### Gate families picked out, run 1

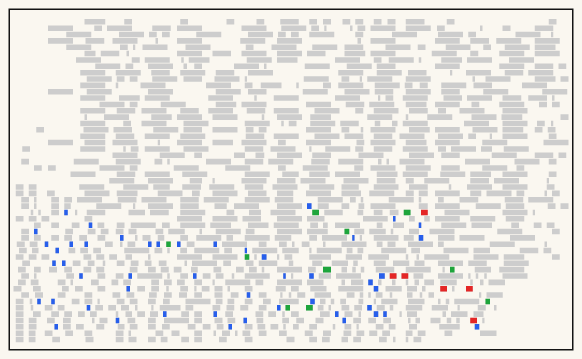
### Cell area per tile, run 1

The die is cut into 24 by 15 equal tiles; white is low, dark blue is high, 0 to 100% covered.
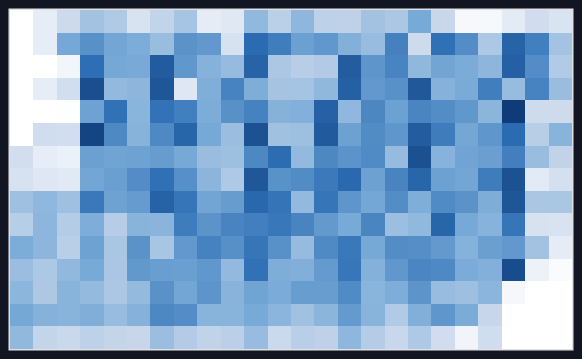
### Routing congestion, run 1

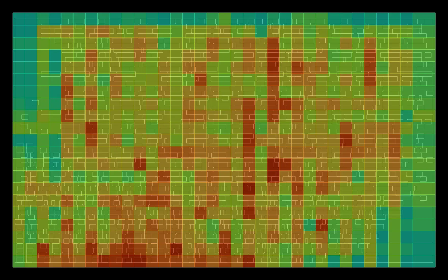
[src/rtl/selu_rr_scheduler.sv]
// rtl/selu_rr_scheduler.sv - round-robin share of one fixed-latency SELU unit among NUM_REQ requesters
// Tags ride alongside the unit pipeline so each result returns to its requester through a response FIFO.
module selu_rr_scheduler #(
    parameter int NUM_REQ    = 4,
    parameter int DATA_W     = 32,
    parameter int UNIT_LAT   = 3,
    parameter int FIFO_DEPTH = 8
) (
    input  logic                      clk,
    input  logic                      rst,
    input  logic                      en,
    input  logic [NUM_REQ-1:0]        req_valid,
    output logic [NUM_REQ-1:0]        req_ready,
    input  logic [NUM_REQ*DATA_W-1:0] req_data,
    output logic                      unit_valid_in,
    output logic [DATA_W-1:0]         unit_data_in,
    input  logic                      unit_valid_out,
    input  logic [DATA_W-1:0]         unit_data_out,
    output logic [NUM_REQ-1:0]        resp_valid,
    input  logic [NUM_REQ-1:0]        resp_ready,
    output logic [DATA_W-1:0]         resp_data,
    output logic                      busy,
    output logic                      err
);
    localparam int ID_W   = $clog2(NUM_REQ);
    localparam int PTR_W  = $clog2(FIFO_DEPTH);
    localparam int CNT_W  = $clog2(FIFO_DEPTH + 1);
    localparam int MASK_W = $clog2(UNIT_LAT + 1);

    logic [ID_W-1:0]   rr_ptr;
    logic [UNIT_LAT-1:0] tag_valid;
    logic [ID_W-1:0]   tag_id [UNIT_LAT];
    logic [ID_W-1:0]   fifo_id [FIFO_DEPTH];
    logic [DATA_W-1:0] fifo_data [FIFO_DEPTH];
    logic [PTR_W-1:0]  wr_ptr;
    logic [PTR_W-1:0]  rd_ptr;
    logic [CNT_W-1:0]  fifo_count;
    logic [CNT_W-1:0]  inflight;
    logic [MASK_W-1:0] mask_cnt;
    logic              err_q;

    logic              has_credit;
    logic              grant;
    logic [ID_W-1:0]   grant_id;
    logic              tag_out_valid;
    logic [ID_W-1:0]   head_id;
    logic              fifo_nonempty;
    logic              push;
    logic              pop;

    function automatic logic [ID_W-1:0] rr_index(input logic [ID_W-1:0] base, input int k);
        int sum;
        sum = int'(base) + k;
        if (sum >= NUM_REQ) sum = sum - NUM_REQ;
        return ID_W'(sum);
    endfunction

    always_comb begin
        inflight = '0;
        for (int s = 0; s < UNIT_LAT; s++) inflight = inflight + CNT_W'(tag_valid[s]);
    end

    // Credit counts FIFO slots not yet promised to an in-flight element.
    assign has_credit = ({1'b0, fifo_count} + {1'b0, inflight}) < (CNT_W + 1)'(FIFO_DEPTH);

    // Scan backwards so the requester closest to rr_ptr is the last (winning) assignment.
    always_comb begin
        grant    = 1'b0;
        grant_id = '0;
        if (!rst && en && has_credit) begin
            for (int k = NUM_REQ - 1; k >= 0; k--) begin
                if (req_valid[rr_index(rr_ptr, k)]) begin
                    grant    = 1'b1;
                    grant_id = rr_index(rr_ptr, k);
                end
            end
        end
    end

    always_comb begin
        req_ready     = '0;
        unit_valid_in = 1'b0;
        unit_data_in  = '0;
        if (grant) begin
            req_ready[grant_id] = 1'b1;
            unit_valid_in       = 1'b1;
            unit_data_in        = req_data[int'(grant_id)*DATA_W +: DATA_W];
        end
    end

    assign tag_out_valid = tag_valid[UNIT_LAT-1];
    assign fifo_nonempty = fifo_count != '0;
    assign head_id       = fifo_id[rd_ptr];
    assign push          = unit_valid_out && tag_out_valid;
    assign pop           = fifo_nonempty && resp_ready[head_id];

    always_comb begin
        resp_valid = '0;
        if (!rst && fifo_nonempty) resp_valid[head_id] = 1'b1;
    end

    assign resp_data = (!rst && fifo_nonempty) ? fifo_data[rd_ptr] : '0;
    assign busy      = !rst && (fifo_nonempty || tag_valid != '0);
    assign err       = !rst && err_q;

    always_ff @(posedge clk) begin
        if (rst) begin
            rr_ptr     <= '0;
            tag_valid  <= '0;
            wr_ptr     <= '0;
            rd_ptr     <= '0;
            fifo_count <= '0;
            mask_cnt   <= MASK_W'(UNIT_LAT);
            err_q      <= 1'b0;
        end else begin
            if (grant) rr_ptr <= (grant_id == ID_W'(NUM_REQ - 1)) ? '0 : grant_id + ID_W'(1);
            tag_valid[0] <= grant;
            for (int s = 1; s < UNIT_LAT; s++) tag_valid[s] <= tag_valid[s-1];
            if (push) wr_ptr <= wr_ptr + PTR_W'(1);
            if (pop)  rd_ptr <= rd_ptr + PTR_W'(1);
            case ({push, pop})
                2'b10:   fifo_count <= fifo_count + CNT_W'(1);
                2'b01:   fifo_count <= fifo_count - CNT_W'(1);
                default: fifo_count <= fifo_count;
            endcase
            // Strobes from elements discarded by reset are still in the unit; ignore them.
            if (mask_cnt != '0) mask_cnt <= mask_cnt - MASK_W'(1);
            else if (unit_valid_out != tag_out_valid) err_q <= 1'b1;
        end
    end

    always_ff @(posedge clk) begin
        tag_id[0] <= grant_id;
        for (int s = 1; s < UNIT_LAT; s++) tag_id[s] <= tag_id[s-1];
        if (!rst && push) begin
            fifo_id[wr_ptr]   <= tag_id[UNIT_LAT-1];
            fifo_data[wr_ptr] <= unit_data_out;
        end
    end
endmodule
[config.mk]
export PLATFORM = sky130hd
export DESIGN_NAME = selu_rr_scheduler
export DESIGN_NICKNAME = d
export VERILOG_FILES = /design/src/rtl/selu_rr_scheduler.sv
export SDC_FILE = /design/constraint.sdc
export NUM_CORES = 1
export LEC_CHECK = 0
export CELL_PAD_IN_SITES_DETAIL_PLACEMENT = 2
export CELL_PAD_IN_SITES_GLOBAL_PLACEMENT = 2
export CORE_ASPECT_RATIO = 0.6
export CORE_UTILIZATION = 37
export DETAILED_ROUTE_END_ITERATION = 7
export HOLD_SLACK_MARGIN = 0.15
export PLACE_DENSITY = 0.76
export SYNTH_ARGS = -nofsm -noshare
export SYNTH_HDL_FRONTEND = slang
export SYNTH_SLANG_ARGS = --single-unit
[constraint.sdc]
create_clock -name clk -period 6.99 [get_ports clk]
set_input_delay 1.398 -clock clk [delete_from_list [all_inputs] [get_ports clk]]
set_output_delay 1.398 -clock clk [all_outputs]
set_load 0.01 [all_outputs]
==> results.yml, run 1 <==
# generated from flow reports
power:
  max-vdd-ir-drop_v: 0.000180
  p_total_mw: 3.95
place:
  dp.cells: 1400
  port_buffers: 246
  gp_congestion: 0.830
finish:
  biggestRegsByFlops: "fifo_data x256, fifo_id x16, tag_id x6"
  nNetsFinal: 1165
  layout_top_cell: "edfxtp_1"
  final_area_mm2: 0.0167
  regMostFlops: "fifo_data"
worst_setup_path:
  required_ns: 5.59
  cp.arrival_ns: 4.42
  crit_path_end_kind: "primary output"
  path_cells: "clkdlybuf4s50_1 > or3b_1 > a211oi_2 > nor4b_4 > buf_12 > mux2i_1 > o221ai_1 > clkdlybuf4s50_1"
  r2r-end: "fifo_count[3]"
  crit_path_top_delay_cell: "clkdlybuf4s50_1"
  crit_fanout: 68
  regToRegSetupSlack_ns: 2.88
  path_delay_family: "buffers and inverters"
clock_tree:
  h-tree-depth: 1
  cts_hold_buf: 0
  cts_buffer_depth: 3
  path_clk_slew_ns: 0.07
  post_cts_buffers: 0
run_status:
  status: "complete, no violations"
grt:
  grt_pass1_wl_um: 58800
  grt_pass1_vias: 8781
yosys:
  edf_count: 272
  ys_cells: 729
  syn_area_per_cell_um2: 17.3
  common_cells: "edfxtp_1, mux2i_1, mux4_2"
  ff_type: "edfxtp_1"
  top_area_share_pct: 64.6
  async_flop_share_pct: 0
sta:
  slew_headroom_pct: 27.3
  finalSetupTns_ns: 0
  slew_violations: 0
worst_hold_path:
  min_from: "tag_id[0][3]"
floorplanning:
  die_w_um: 241
  fp-row-count: 51
job:
  tool_warnings: 27
detailed_routing:
  drtPass1Iterations: 4
  drtIter0Drc: 368
About 'Gate families picked out':
| color | family | cells |
|---|---|---|
| blue | NAND gates | 48 |
| red | XOR/XNOR gates | 6 |
| green | AND and OR gates | 10 |

About 'Cell area per tile':
nearly empty tiles: 4.7%
fullest tile: 95%
tiles over 75% full: 8.1%

About 'Routing congestion':
GR peak layer: met2
per-cell routed wire length: 27.6 um
GRT met1 Usage: 29.1%
GR Layer Usage met3: 6.56%
met2 Use GR: 39.8%

[run 1: kinds of logic (layout without fill, tap and decap cells)]
kind of cell | after synthesis | after routing | share of synthesized area (%)
adder cells (fa/ha/maj) | 12 | 12 | 1.31
other | 0 | 2 | 0
multiplexers | 144 | 144 | 18.4
AND/OR/NAND/NOR | 127 | 127 | 4.94
buffers and inverters | 90 | 364 | 2.85
XOR/XNOR | 6 | 6 | 0.416
flip-flops | 299 | 299 | 68.9
AND-OR/OR-AND | 51 | 51 | 3.16
[run 1: cell type report]
cell class	instances	area, um2	share of cell area [%]
Sequential cell	299	8710	52.2
Multi-Input combinational cell	340	3640	21.8
Timing Repair Buffer	264	2610	15.6
Clock buffer	47	896	5.37
Tap cell	450	563	3.37
Inverter	47	176	1.06
Clock inverter	6	83.8	0.502
Antenna cell	2	5.00	0.0300
[run 1: worst max-delay path by stage]
stage | from | to | slack, ns | cells after the start
floorplan | rst | fifo_data[0][0] | 1.40 | 3
global placement | en | req_ready[0] | 1.29 | 9
detailed placement | en | unit_data_in[26] | 1.18 | 8
CTS | en | unit_data_in[26] | 1.17 | 8
global route | en | unit_data_in[29] | 1.03 | 8
finish | en | unit_data_in[29] | 1.17 | 8
[run 1: layer usage]
| layer | GRT usage (%) | vias to the layer above | part of all wire, % |
|---|---|---|---|
| li1 | - | 3390 | - |
| met1 | 29.1 | 4077 | 41 |
| met2 | 39.8 | 199 | 51 |
| met3 | 6.56 | 56 | 6.1 |
| met4 | 4.24 | 8 | 1.6 |
| met5 | 0 | - | 0.11 |
[run 1: where the power goes]
| part | switching [mW] | internal, mW |
|---|---|---|
| logic | 0.153 | 0.202 |
| registers | 0.0194 | 1.96 |
| clock network | 0.667 | 0.948 |
==> run 1 -> run 2 <==
- CORE_UTILIZATION: 37 -> 34
- PLACE_DENSITY: 0.76 -> 0.74
- clock period: 6.99 -> 4.8 ns (I/O delays scaled with it)
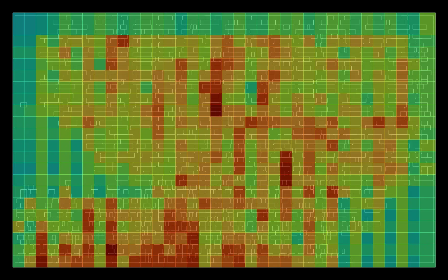
*Routing congestion, run 2*
GRT met1 Usage: 25.8%
All-Layer GR Usage: 20.6%
final core utilization: 46.5%
met2 Use GR: 36.7%

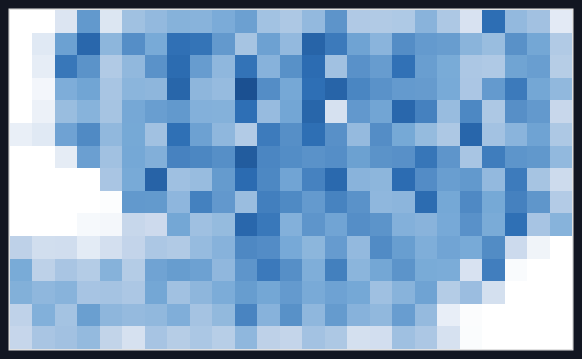
*Cell area per tile, run 2*
The die is cut into 25 by 15 equal tiles; white is low, dark blue is high, 0 to 100% covered.
emptiest ninth of the die: lower right
mean over tiles: 43%
tiles over 75% full: 4.5%

==> run 2 against run 1 <==
Compared with the run above: first-iteration DRC count up 2.7%; die size increased by 8.7%; non-clock buffer count increased by 21; sequential power is 45% higher; clock power up 38%; highest routed layer unchanged; worst hold slack worse by 0.012 ns.
==> results.yml, run 2 <==
# generated from flow reports
run_status:
  status: "complete, no violations"
floorplanning:
  fp-row-count: 54
  tap_cells: 476
  die_w_um: 251
finish:
  n_clock_buffer: 31
  logic_area_mm2: 0.00366
  ff_latch_area_mm2: 0.00871
  regMostFlops: "fifo_data"
  inv_count: 47
  sh_comb_area_pct: 21.6
  biggestRegsByFlops: "fifo_data x256, fifo_id x16, tag_id x6"
  comb_cells: 340
  ff_count: 299
  final_area_mm2: 0.0170
  nNetsFinal: 1186
  area_share_nonclk_buffers_pct: 17.2
  largest_cell_class: "flip-flops and latches"
  clk_share_pct: 5.37
  layout_top_cell: "edfxtp_1"
  diodes: 2
grt:
  grt_most_used_layer: "met2"
  grt_pass1_vias: 8761
  use_met3_pct: 4.07
  grt_pass1_wl_um: 57200
yosys:
  ff_type: "edfxtp_1"
  yosys_warnings: 0
  top_area_share_pct: 64.6
  ys_cells: 729
  netlist_instances: 729
  async_flop_share_pct: 0
  edf_count: 272
  syn_area_per_cell_um2: 17.3
  common_cells: "edfxtp_1, mux2i_1, mux4_2"
detailed_routing:
  wire_per_inst_um: 25.9
  drtIter0Drc: 378
  drtPass1Iterations: 4
power:
  power-per-cell-area_mw_per_mm2: 332
  p_total_mw: 5.64
  p_leak_nw: 5.75
worst_setup_path:
  crit_path_end_kind: "primary output"
  cp.arrival_ns: 3.74
  crit_fanout: 11
job:
  cap_viol_max_count: 0
  tool_warnings: 28
clock_tree:
  cts_buffer_depth: 3
  path_clk_slew_ns: 0.06
  cts_hold_buf: 0
place:
  dp.cells: 1439
  port_buffers: 246
  gp_congestion: 0.824
sta:
  slew_violations: 0
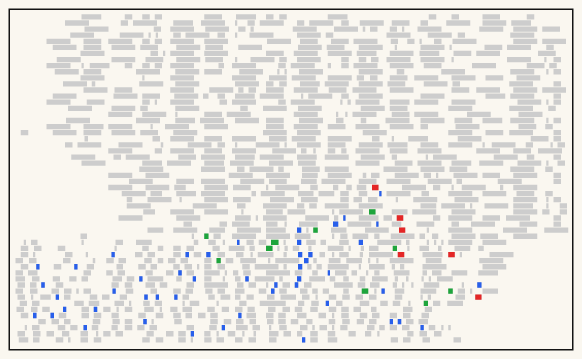
*Gate families picked out, run 2*
| color | family | cells |
|---|---|---|
| red | XOR/XNOR gates | 6 |
| blue | NAND gates | 48 |
| green | AND and OR gates | 10 |

-- run 2: power by group --
| group | internal (mW) | switching [mW] |
|---|---|---|
| registers | 2.85 | 0.0208 |
| clock network | 1.26 | 0.969 |
| logic | 0.311 | 0.231 |
| total | 4.42 | 1.22 |
-- run 2: per-stage QoR --
step	TNS [ns]	hold slack (ns)
after global placement	0	0.317
after global routing	-0.0432	0.345
final	0	0.328
after floorplan	-23.88	0.310
after detailed placement	0	0.319
after CTS	0	0.333
-- run 2: final timing paths --
path	startpoint	endpoint	slack [ns]	cells past startpoint
worst max-delay path	fifo_count[0]	unit_data_in[24]	0.1	10
worst min register to register	tag_id[0][2]	tag_id[0][4]	0.33	0
worst max register to register	register	fifo_count[3]	0.97	11
worst min-delay path	tag_id[0][2]	tag_id[0][4]	0.33	0
-- run 2: logic make-up (layout without fill, tap and decap cells) --
family | after synthesis | count (layout) | synth area share [%]
DFF | 299 | 299 | 68.9
muxes | 144 | 144 | 18.4
and+or+nand+nor | 127 | 127 | 4.94
buffers and inverters | 90 | 385 | 2.85
AOI/OAI and AO/OA | 51 | 51 | 3.16
adders and majority gates | 12 | 12 | 1.31
xor gates and xnor gates | 6 | 6 | 0.416
other | 0 | 2 | 0
-- run 2: critical path: stages, from the launching register on --
cell and delay [ns]:
dfxtp_1 0.37, fa_1 0.39, ha_1 0.29, a31o_2 0.29, a211oi_2 0.27, nor4b_4 0.32
buf_4 0.19, bufbuf_16 0.28, nand3_1 0.10, o221ai_1 0.10, clkdlybuf4s50_1 0.59
-- run 2: layer usage --
layer  up-vias  wire length, um
li1       3425                -
met1      4051            16400
met2       173            19700
met3        72             1730
met4         2              967
met5         -               92
Power is estimated from default activity; no workload was simulated.
